===== src/rtl/matrix_scan.sv =====
// ============================================================================
// Module   : matrix_scan
// Brief    : Row-scanning driver for an 8x8 red/green LED matrix with
//            per-frame latching, row-change blanking and 4-level dimming.
// Revision : 1.0 - initial release
// ============================================================================
`default_nettype none

module matrix_scan #(
    parameter int DIV   = 1000,
    parameter int BLANK = 16
) (
    input  logic         clk,
    input  logic         sw,
    input  logic [127:0] matrixData,
    input  logic [1:0]   level,
    output logic [7:0]   row,
    output logic [7:0]   colR,
    output logic [7:0]   colG,
    output logic         frame_start
);

    localparam int              c_CW      = (DIV > 1) ? $clog2(DIV) : 1;
    localparam logic [c_CW-1:0] c_CNT_MAX = c_CW'(DIV - 1);
    localparam logic [c_CW-1:0] c_BLANK   = c_CW'(BLANK);

    generate
        if ((BLANK < 1) || (DIV <= BLANK)) begin : g_bad_params
            $error("matrix_scan: requires BLANK >= 1 and DIV > BLANK");
        end
    endgenerate

    logic [c_CW-1:0] r_cnt_q,  w_cnt_d;
    logic [2:0]      r_ridx_q, w_ridx_d;
    logic [127:0]    r_fbuf_q, w_fbuf_d;
    logic [1:0]      r_lvl_q,  w_lvl_d;

    logic            w_row_end;
    logic            w_frame_top;
    logic            w_show;
    logic            w_on;
    logic [1:0]      w_cnt_lo;
    logic [15:0]     w_row_bits;

    // Dimming phase comes from the two LSBs of the row counter; pad when the
    // counter itself is narrower than that.
    generate
        if (c_CW >= 2) begin : g_cnt_lo_wide
            assign w_cnt_lo = r_cnt_q[1:0];
        end else begin : g_cnt_lo_narrow
            assign w_cnt_lo = {1'b0, r_cnt_q[0]};
        end
    endgenerate

    assign w_row_end   = (r_cnt_q == c_CNT_MAX);
    assign w_frame_top = (r_cnt_q == '0) && (r_ridx_q == 3'd0);

    always_comb begin
        w_cnt_d  = r_cnt_q;
        w_ridx_d = r_ridx_q;
        w_fbuf_d = r_fbuf_q;
        w_lvl_d  = r_lvl_q;

        if (w_row_end) begin
            w_cnt_d  = '0;
            w_ridx_d = r_ridx_q + 3'd1;
        end else begin
            w_cnt_d  = r_cnt_q + 1'b1;
        end

        // Latch happens in a blanking cycle of row 0, so rows never mix frames.
        if (w_frame_top) begin
            w_fbuf_d = matrixData;
            w_lvl_d  = level;
        end
    end

    always_ff @(posedge clk) begin
        if (!sw) begin
            r_cnt_q  <= '0;
            r_ridx_q <= 3'd0;
            r_fbuf_q <= '0;
            r_lvl_q  <= 2'd0;
        end else begin
            r_cnt_q  <= w_cnt_d;
            r_ridx_q <= w_ridx_d;
            r_fbuf_q <= w_fbuf_d;
            r_lvl_q  <= w_lvl_d;
        end
    end

    assign w_show     = (r_cnt_q >= c_BLANK);
    assign w_on       = (w_cnt_lo <= r_lvl_q);
    assign w_row_bits = r_fbuf_q[{r_ridx_q, 4'b0000} +: 16];

    // Row select stays asserted through dim-off cycles; only columns gate.
    always_comb begin
        row  = 8'hFF;
        colR = 8'h00;
        colG = 8'h00;
        if (w_show) begin
            row = ~(8'b0000_0001 << r_ridx_q);
            for (int k = 0; k < 8; k++) begin
                colR[k] = w_row_bits[2*k+1] & w_on;
                colG[k] = w_row_bits[2*k]   & w_on;
            end
        end
    end

    assign frame_start = w_frame_top;

endmodule

`default_nettype wire


===== config.mk =====
export PLATFORM = sky130hd
export DESIGN_NAME = matrix_scan
export DESIGN_NICKNAME = d
export VERILOG_FILES = /design/src/rtl/matrix_scan.sv
export SDC_FILE = /design/constraint.sdc
export NUM_CORES = 1
export LEC_CHECK = 0
export CAP_MARGIN = 20
export CORE_MARGIN = 2
export CORE_UTILIZATION = 45
export DETAILED_ROUTE_END_ITERATION = 12
export GPL_TIMING_DRIVEN = 0
export PLACE_DENSITY = 0.76
export RECOVER_POWER = 100
export SLEW_MARGIN = 20
export SYNTH_ARGS = -nofsm -noshare
export SYNTH_HDL_FRONTEND = slang
export SYNTH_SLANG_ARGS = --single-unit

===== constraint.sdc =====
create_clock -name clk -period 2.34 [get_ports clk]
set_clock_uncertainty 0.15 [all_clocks]
set_input_delay 0.468 -clock clk [delete_from_list [all_inputs] [get_ports clk]]
set_output_delay 0.468 -clock clk [all_outputs]
set_load 0.005 [all_outputs]

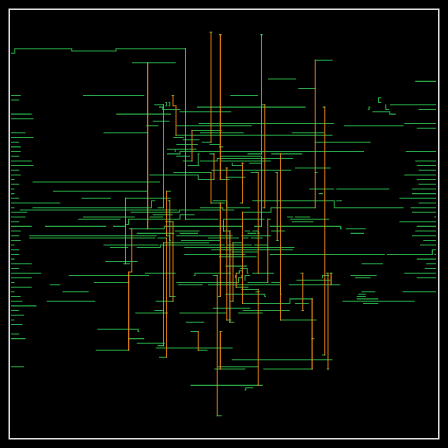
run_1/wires.png
Two of the layers only.
| color | layer | wire length |
|---|---|---|
| green | metal 3 | 2410 µm |
| orange | metal 4 | 1050 µm |
Total Routing Usage GR: 29.50%
total wire length after detailed routing: 23.80 mm
routed length per placed instance: 19.72 µm
total via count in the routed design: 7065

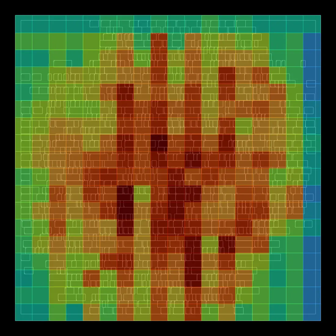
run_1/congestion.png
met2 layer usage reported by global route: 47.22%
met3 GRT Util: 6.830%
utilization of the core after routing: 67.76%
met1 track demand over resource in global routing: 37.70%
GRT Max-Usage Layer: met2

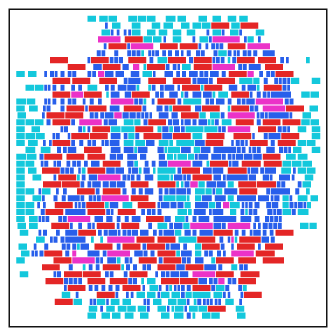
run_1/placement_by_type.png
| color | class | cells | share of their area |
|---|---|---|---|
| magenta | clock drivers and dummy loads | 32 | 6.9% |
| cyan | other buffers and delay cells | 262 | 25% |
| red | flops | 143 | 30% |
| blue | combinational and other logic | 586 | 38% |
area of the placeable core: 14370 µm²
row count: 44
Final Cell Area: 9736 µm²
Seq/total area: 29.57%

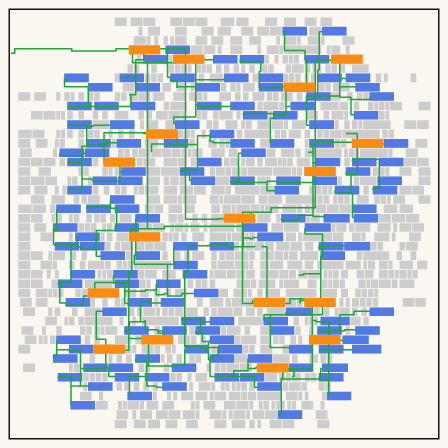
run_1/clk_routes.png
[green] clock wires | length: 1770 µm
[orange] clock drivers | count: 17
[blue] flip-flops | count: 143
flops lie: spread over the die
routed clock nets: 18
power share of the clock group: 40.8%
clock latency at the later pin of the worst-skew pair: 440 ps

==> Implementation_results.wiki, run 1 <==
== Implementation results ==
{| class="wikitable"
! Metric !! Value
|-
| Placed cell areas || between 8000 and 9000 µm²
|-
| Detailed-routing iteration count for the pre-antenna-repair pass || 6
|-
| Minimum setup slack in the final design || -448.7 ps
|-
| Synthesis-to-finish area growth || 49.09%
|-
| Run status || finished, violations left
|-
| Commonest Layout Cell || nand3_1
|-
| Violations in the final reports || negative setup slack
|-
| Total Power || ~7.4 mW
|-
| Post-synth design cell area || 6530 µm²
|-
| Overflow left after global routing || 0
|-
| IO buf count || 155
|-
| Final setup violation count || 139
|-
| Buffer cell driving the clock tree root || clkbuf_16
|-
| TritonCTS sink count || 143
|-
| Required @ worst endpoint || 1720 ps
|-
| Stages on the worst setup path || 11
|-
| Proportion of power drawn by flip-flops and latches || 39.3%
|-
| Reported net switching power || between 2 and 2.5 mW
|-
| Detailed placement HPWL || 15.59 mm
|-
| Max-cap viol count || 0
|-
| Antenna Violating Nets Remaining || 0
|-
| CTS tree || done
|-
| Unrepaired setup endpoints after global routing || true
|-
| Chip Area || 15490 µm²
|-
| Final critical delay including setup and external delays || 2789 ps
|-
| Cell depth of the worst hold path || 2
|}
run 1: through the flow:
step | setup slack [ps] | hold slack (ps) | utilization (%) | setup TNS [ps] | cells
3_3_place_gp | -956.6 | 292.3 | 57.89 | -57330 | 1141
6_report | -448.7 | 307.2 | 67.76 | -20200 | 1207
5_1_grt | -508.6 | 322.9 | 67.76 | -22710 | 1207
3_5_place_dp | -981.0 | 297.8 | 57.89 | -61160 | 1141
4_1_cts | -445.9 | 299.8 | 67.06 | -6477 | 1198
2_1_floorplan | 37.16 | 286.0 | - | 0 | 802
run 1: worst min-delay path: cells and delay by family (launching register included):
family           cells  cell delay (ps)
AND/OR/NAND/NOR      1               50
flip-flops           1              310
AND-OR/OR-AND        1               50
run 1: cell families (layout without fill, tap and decap cells):
family | after synthesis | after routing | synth area share, %
and+or+nand+nor | 326 | 326 | 23.17
muxes | 64 | 64 | 9.810
AOI/OAI and AO/OA | 172 | 172 | 14.52
buffers and inverters | 81 | 302 | 5.940
xor gates and xnor gates | 6 | 6 | 0.8047
adders and majority gates | 10 | 10 | 1.916
DFF | 143 | 143 | 43.84
run 1: final cells by class:
type / instances / area (µm²) / area share (%)
clock buffer: 19 / 442.9 / 4.550
clock inverter: 13 / 210.2 / 2.159
sequential: 143 / 2879 / 29.57
multi-input combinational: 578 / 3555 / 36.51
timing repair buffer: 189 / 1878 / 19.29
buffer: 73 / 499.2 / 5.128
inverter: 8 / 41.29 / 0.4241
tap: 184 / 230.2 / 2.365
run 1: flip-flops by register name (all words and copies together) (netlist names):
| signal | cells |
|---|---|
| r_lvl_q | 2 |
| r_fbuf_q | 128 |
| r_cnt_q | 10 |
| r_ridx_q | 3 |
run 1: layer usage:
layer,GRT usage [%],up-vias,part of all wire (%)
met1,37.70,3293,39
met5,0,-,0
met3,6.830,92,10
met2,47.22,447,46
li1,-,3233,-
met4,13.95,0,4.4
run 1: power groups by stage:
stage | clock network (mW) | logic [mW] | registers (mW)
2_1_floorplan | 0 | 0.712 | 2.87
3_3_place_gp | 0 | 1.20 | 2.91
3_5_place_dp | 0 | 1.22 | 2.92
4_1_cts | 3.01 | 1.39 | 2.89
5_1_grt | 3.12 | 1.57 | 2.92
6_report | 3.02 | 1.48 | 2.91
run 1: repair_timing:
item | 4_1_cts | 5_1_grt
endpoints found under the setup margin | 155 | 24
hold endpoints to repair | 0 | 0
cloned | 1 | 0
pin swaps | 9 | 3
buffers inserted | 24 | 11
resized | 201 | 37
run 1: final timing paths:
check,end,slack [ps]
max,colR[4],-450
min,r_fbuf_q[24],310
max reg2reg,r_fbuf_q[0],-190
min reg2reg,r_fbuf_q[24],310
run 1: synthesized netlist by cell type, types with 4 or more instances:
cell type / instances / area, µm²
a21oi_1: 4 / 20.02
ha_1: 10 / 125.1
buf_2: 7 / 35.03
nor2_1: 13 / 48.80
buf_1: 7 / 26.28
and3_1: 20 / 125.1
clkbuf_1: 49 / 183.9
dfxtp_1: 143 / 2863
buf_6: 10 / 112.6
nand3_1: 144 / 720.7
a22oi_1: 32 / 240.2
xor2_1: 4 / 35.03
mux2i_1: 64 / 640.6
nand2_1: 140 / 525.5
inv_1: 7 / 26.28
o21ai_1: 130 / 650.6
==> run 1 -> run 2 <==
Settings changed: CAP_MARGIN 20 to unset, GPL_TIMING_DRIVEN 0 to unset.
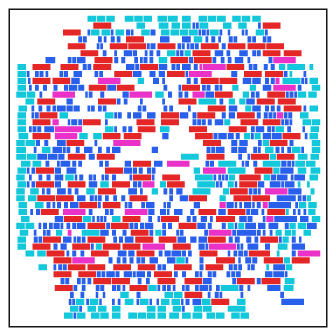
run_2/placement_by_type.png
| color | class | cells | share of their area |
|---|---|---|---|
| cyan | other buffers and delay cells | 212 | 24% |
| magenta | clock drivers and dummy loads | 30 | 6.6% |
| blue | combinational and other logic | 586 | 38% |
| red | flops | 143 | 32% |
utilization of the core after routing: 64.59%
Final Cell Area: 9281 µm²
Seq/total area: 30.98%

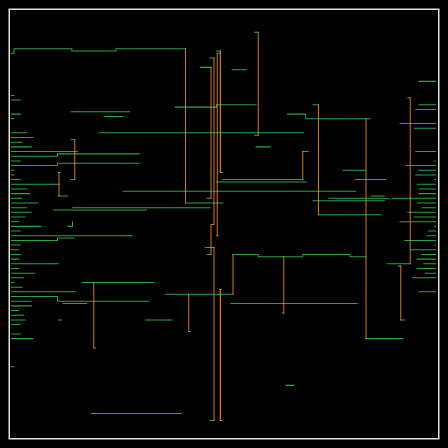
run_2/wires.png
Two of the layers only.
| color | layer | wire length |
|---|---|---|
| orange | metal 4 | 592 µm |
| green | metal 3 | 1220 µm |

==> run 2 against run 1 <==
  * The flow still finishes with violations (negative setup slack)
  * Non-clock buffer count decreased by 50
  * Sequential power shrank 1%
  * Sequential cell count did not move
  * Die size unchanged
  * Power down 8.2%
  * Clock power down 9.6%
  * First-iteration DRC count is 42% lower
==> Implementation_results.wiki, run 2 <==
== Implementation results ==
{| class="wikitable"
! Metric !! Value
|-
| Run status || finished, violations left
|-
| Violations in the final reports || negative setup slack
|-
| Unrepaired setup endpoints after global routing || true
|-
| Cell type with the highest aggregate area in the netlist || dfxtp_1
|-
| Minimum setup slack in the final design || -261.8 ps (+186.9 ps)
|-
| Synth top area cells || dfxtp_1 44%, nand3_1 11%, o21ai_1 10%, mux2i_1 9.8%, nand2_1 8.0%
|-
| Synthesis-to-finish area growth || 42.13%
|-
| Area of the placeable core || 14370 µm² (unchanged)
|-
| CTS tree || done
|-
| Detailed-routing iteration count for the pre-antenna-repair pass || 4 (-2)
|-
| IO buf count || 156 (+0.65%)
|-
| Number of flip-flops under the largest register name || 128 (unchanged)
|-
| Chip Area || 15490 µm² (unchanged)
|-
| Clock latency at the later pin of the worst-skew pair || 420 ps (-20 ps)
|-
| Routed length per placed instance || 16.25 µm (-18%)
|-
| Placed cell areas || 8473 µm² (+1.9%)
|-
| Commonest Layout Cell || nand3_1
|-
| Kind of start point of the critical path || flop
|-
| Final critical delay including setup and external delays || 2602 ps (-186.9 ps)
|-
| Most numerous cell in the Yosys netlist || nand3_1
|-
| Total wire length after detailed routing || 18.77 mm (-21%)
|-
| Total Routing Usage GR || 24.92% (-4.6 points)
|-
| VDD IR-drop max || 0.5813 mV
|-
| Top cell types by occurrence after synthesis || 144 x nand3_1, 143 x dfxtp_1, 140 x nand2_1, 130 x o21ai_1, 64 x mux2i_1
|-
| Max-cap viol count || 0 (unchanged)
|-
| Buffer cell driving the clock tree root || clkbuf_16
|-
| Detailed placement HPWL || 12.77 mm (-18%)
|-
| Required @ worst endpoint || 1720 ps (about the same)
|-
| Biggest registers after layout || r_fbuf_q (128), r_cnt_q (10), r_ridx_q (3)
|-
| Post-synth top area share || 43.84% (unchanged)
|-
| Final setup violation count || 95 (-32%)
|-
| Post-synth design cell area || 6530 µm² (unchanged)
|-
| Register ranked first by flip-flop count || r_fbuf_q
|}
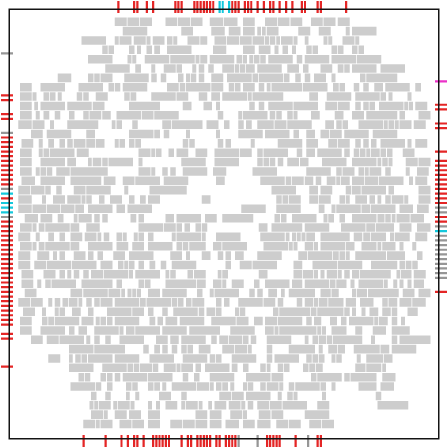
run_2/io_placement.png
Pins as bars across the die edge, other pins in gray.
| color | port | pins | direction | edge |
|---|---|---|---|---|
| red | `matrixData` | 128 | input | 42 left, 35 bottom, 33 top, 18 right |
| cyan | `colR` | 8 | output | 4 left, 3 top, 1 right |
| magenta | `frame_start` | 1 | output | right |
all pins by edge: 50 left, 38 bottom, 36 top, 33 right

## run 2: routing by layer
layer	track usage [%]	vias up	share of wire [%]
met5	0	-	0
met4	9.848	0	3.1
met3	6.959	39	6.5
met2	38.60	166	44
met1	32.95	2745	46
li1	-	3131	-
## run 2: worst max-delay path, stage by stage (launching register included)
cell and delay (ps):
dfxtp_2 330, inv_2 40, ha_4 210, nor2b_4 120, a2bb2oi_2 130, a21oi_2 170, buf_6 180, buf_6 120
and3_4 170, buf_6 90
## run 2: through the flow
| step | cells | total power [mW] |
|---|---|---|
| after floorplan | 802 | 3.583 |
| after global placement | 1115 | 4.015 |
| after detailed placement | 1115 | 4.038 |
| after CTS | 1157 | 6.848 |
| after global routing | 1155 | 7.107 |
| final | 1155 | 6.797 |
## run 2: cell families (layout without fill, tap and decap cells)
family / Yosys count / in the layout / share of synthesized area (%)
AOI/OAI and AO/OA: 172 / 172 / 14.52
adders and majority gates: 10 / 10 / 1.916
xor gates and xnor gates: 6 / 6 / 0.8047
and+or+nand+nor: 326 / 326 / 23.17
muxes: 64 / 64 / 9.810
buffers and inverters: 81 / 250 / 5.940
DFF: 143 / 143 / 43.84
## run 2: area by class of cell
cell class | count | area [µm²]
fill | 1225 | 5087
inverter | 8 | 30.03
tap | 184 | 230.2
clock buffer | 20 | 456.7
clock inverter | 10 | 137.6
multi-input combinational | 578 | 3421
timing repair buffer | 212 | 2131
sequential | 143 | 2875
## run 2: worst paths after layout
kind,startpoint,end,slack (ps),cells after the start
setup / recovery,r_lvl_q[1],colG[6],-260,9
hold / removal,sw,r_fbuf_q[98],290,3
setup reg to reg,r_cnt_q[1],r_fbuf_q[104],-100,10
hold reg to reg,r_fbuf_q[124],r_fbuf_q[124],310,2
## run 2: what timing repair did
item | 4_1_cts | 5_1_grt
gates resized | 115 | 25
cloned | 1 | 0
hold buffers | 0 | 0
setup buffers | 11 | 0
pin swaps | 7 | 6
endpoints found under the setup margin | 25 | 25
## run 2: power by group
group | total [mW] | leakage, nW | internal (mW) | switching [mW]
Sequential | 2.87 | 1.18 | 2.72 | 0.155
Clock | 2.73 | 0.284 | 1.72 | 1.02
Combinational | 1.19 | 1.97 | 0.554 | 0.639
Total | 6.80 | 3.44 | 4.99 | 1.81
==> run 2 -> run 3 <==
Settings changed: CTS_CLUSTER_SIZE set to 28.
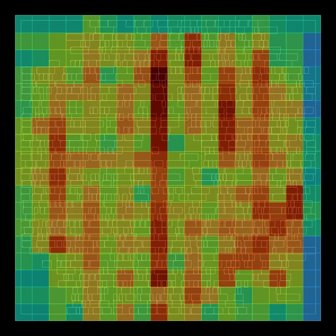
run_3/congestion.png
met2 layer usage reported by global route: 38.60%
Total Routing Usage GR: 24.92%

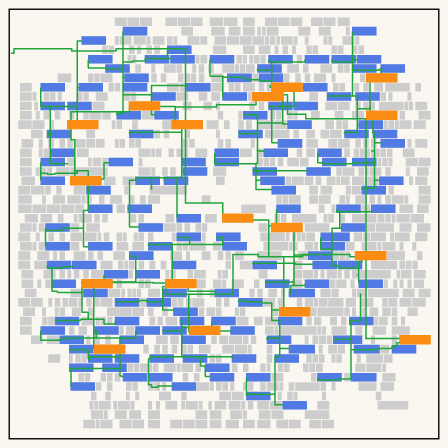
run_3/clk_routes.png
[green] clock wires | length: 1700 µm
[orange] clock drivers | count: 17
[blue] flip-flops | count: 143
routed clock nets: 18
flops lie: spread over the die
Power Clock: 2.73 mW
clock latency at the later pin of the worst-skew pair: 420 ps
power share of the clock group: 40.2%

==> run 3 against run 2 <==
  * The flow still finishes with violations (negative setup slack)
  * First-iteration DRC count unchanged
  * Clock-buffer cell count stayed put
  * Power stayed put
  * Die size unchanged
  * Sequential share of layout area unchanged
  * Largest power group unchanged
  * Register-to-register slack about the same
  * Synthesized area stayed put
  * Worst setup slack unchanged
==> Implementation_results.wiki, run 3 <==
== Implementation results ==
{| class="wikitable"
! Metric !! Value
|-
| Run status || finished, violations left
|-
| Violations in the final reports || negative setup slack
|-
| Final critical delay including setup and external delays || 2602 ps (unchanged)
|-
| Register ranked first by flip-flop count || r_fbuf_q
|-
| Combinational cell fraction of total power || 17.6% (about the same)
|-
| Required @ worst endpoint || 1720 ps (about the same)
|-
| Synthesis-to-finish area growth || 42.13% (unchanged)
|-
| Buffer cell driving the clock tree root || clkbuf_16
|-
| Main synth FF type || dfxtp_1
|-
| Commonest Layout Cell || nand3_1
|-
| Kind of start point of the critical path || flop
|-
| Minimum setup slack in the final design || -261.8 ps (unchanged)
|-
| Antenna Violating Nets Remaining || 0
|-
| Filler Cell Count || 1225 (unchanged)
|-
| Utilization of the core after routing || 64.59% (unchanged)
|-
| Yosys Warn Count || 0
|-
| Post-synth design cell area || 6530 µm² (unchanged)
|-
| Top cell types by occurrence after synthesis || 144 x nand3_1, 143 x dfxtp_1, 140 x nand2_1, 130 x o21ai_1, 64 x mux2i_1
|-
| CTS tree || done
|-
| Cell type with the highest aggregate area in the netlist || dfxtp_1
|-
| Total wire length after detailed routing || 18.77 mm (unchanged)
|-
| Max-cap viol count || 0 (unchanged)
|-
| Detailed-routing iteration count for the pre-antenna-repair pass || 4 (unchanged)
|-
| Routed length per placed instance || 16.25 µm (unchanged)
|-
| Number of flip-flops under the largest register name || 128 (unchanged)
|-
| IO buf count || 156 (unchanged)
|-
| Final setup violation count || 95 (unchanged)
|-
| Area of the placeable core || 14370 µm² (unchanged)
|-
| Design internal power || 4.987 mW (unchanged)
|-
| Sw Ratio || 26.63% (unchanged)
|-
| Chip Area || 15490 µm² (unchanged)
|-
| Placed cell areas || 8473 µm² (unchanged)
|-
| Reported net switching power || 1.810 mW (unchanged)
|-
| Post-synth top area share || 43.84% (unchanged)
|-
| Detailed placement HPWL || 12.77 mm (unchanged)
|-
| Synth top area cells || dfxtp_1 44%, nand3_1 11%, o21ai_1 10%, mux2i_1 9.8%, nand2_1 8.0%
|-
| Ratio of cells with drive above 1 in the final layout || about 14%
|}
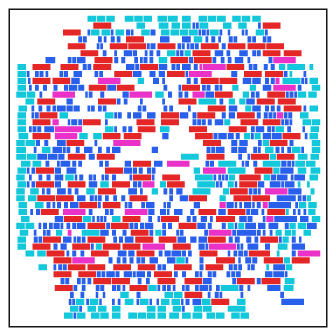
run_3/placement_by_type.png
| color | class | cells | share of their area |
|---|---|---|---|
| cyan | other buffers and delay cells | 212 | 24% |
| magenta | clock drivers and dummy loads | 30 | 6.6% |
| red | flops | 143 | 32% |
| blue | combinational and other logic | 586 | 38% |

==> run 3: cell counts after synthesis <==
No cell type changed its count.
==> run 3: routing by layer <==
layer	part of all wire, %	GRT usage (%)
met1	46	32.95
met2	44	38.60
met3	6.5	6.959
met4	3.1	9.848
met5	0	0
==> run 3: logic make-up (layout without fill, tap and decap cells) <==
family	after synthesis	in the layout	share of synthesized area [%]
AND-OR/OR-AND	172	172	14.52
XOR/XNOR	6	6	0.8047
adder cells (fa/ha/maj)	10	10	1.916
buffers and inverters	81	250	5.940
flip-flops	143	143	43.84
multiplexers	64	64	9.810
AND/OR/NAND/NOR	326	326	23.17
==> run 3: what timing repair did <==
action	CTS	global route
gates cloned	1	0
gates resized	115	25
setup buffers	11	0
hold buffers	0	0
endpoints found under the setup margin	25	25
pin swaps	7	6
==> run 3: layout make-up <==
type	count	area [µm²]	area share [%]
Clock inverter	10	137.6	1.483
Clock buffer	20	456.7	4.920
Multi-Input combinational cell	578	3421	36.86
Timing Repair Buffer	212	2131	22.96
Tap cell	184	230.2	2.480
Sequential cell	143	2875	30.98
Inverter	8	30.03	0.3235
==> run 3: power groups by stage <==
stage / clock [mW] / sequential, mW / combinational [mW]
final: 2.73 / 2.87 / 1.19
after global routing: 2.88 / 2.90 / 1.33
after CTS: 2.76 / 2.87 / 1.22
after detailed placement: 0 / 2.91 / 1.13
after global placement: 0 / 2.91 / 1.11
after floorplan: 0 / 2.87 / 0.712
==> run 3: worst paths after layout <==
kind / from / to / slack, ps / depth (start not counted)
setup / recovery: r_lvl_q[1] / colG[6] / -260 / 9
hold / removal: sw / r_fbuf_q[98] / 290 / 3
setup reg to reg: r_cnt_q[1] / r_fbuf_q[104] / -100 / 10
hold reg to reg: r_fbuf_q[124] / r_fbuf_q[124] / 310 / 2
==> run 3: stage by stage <==
step,hold slack [ps],power [mW],cells
6_report,286.7,6.797,1155
5_1_grt,309.8,7.107,1155
4_1_cts,286.2,6.848,1157
3_5_place_dp,298.1,4.038,1115
3_3_place_gp,292.9,4.015,1115
2_1_floorplan,286.0,3.583,802
==> run 3: worst max-delay path, stage by stage, from the launching register on <==
cell and delay, ps:
dfxtp_2 330, inv_2 40, ha_4 210, nor2b_4 120, a2bb2oi_2 130, a21oi_2 170
buf_6 180, buf_6 120, and3_4 170, buf_6 90
Power is estimated from default activity; no workload was simulated.
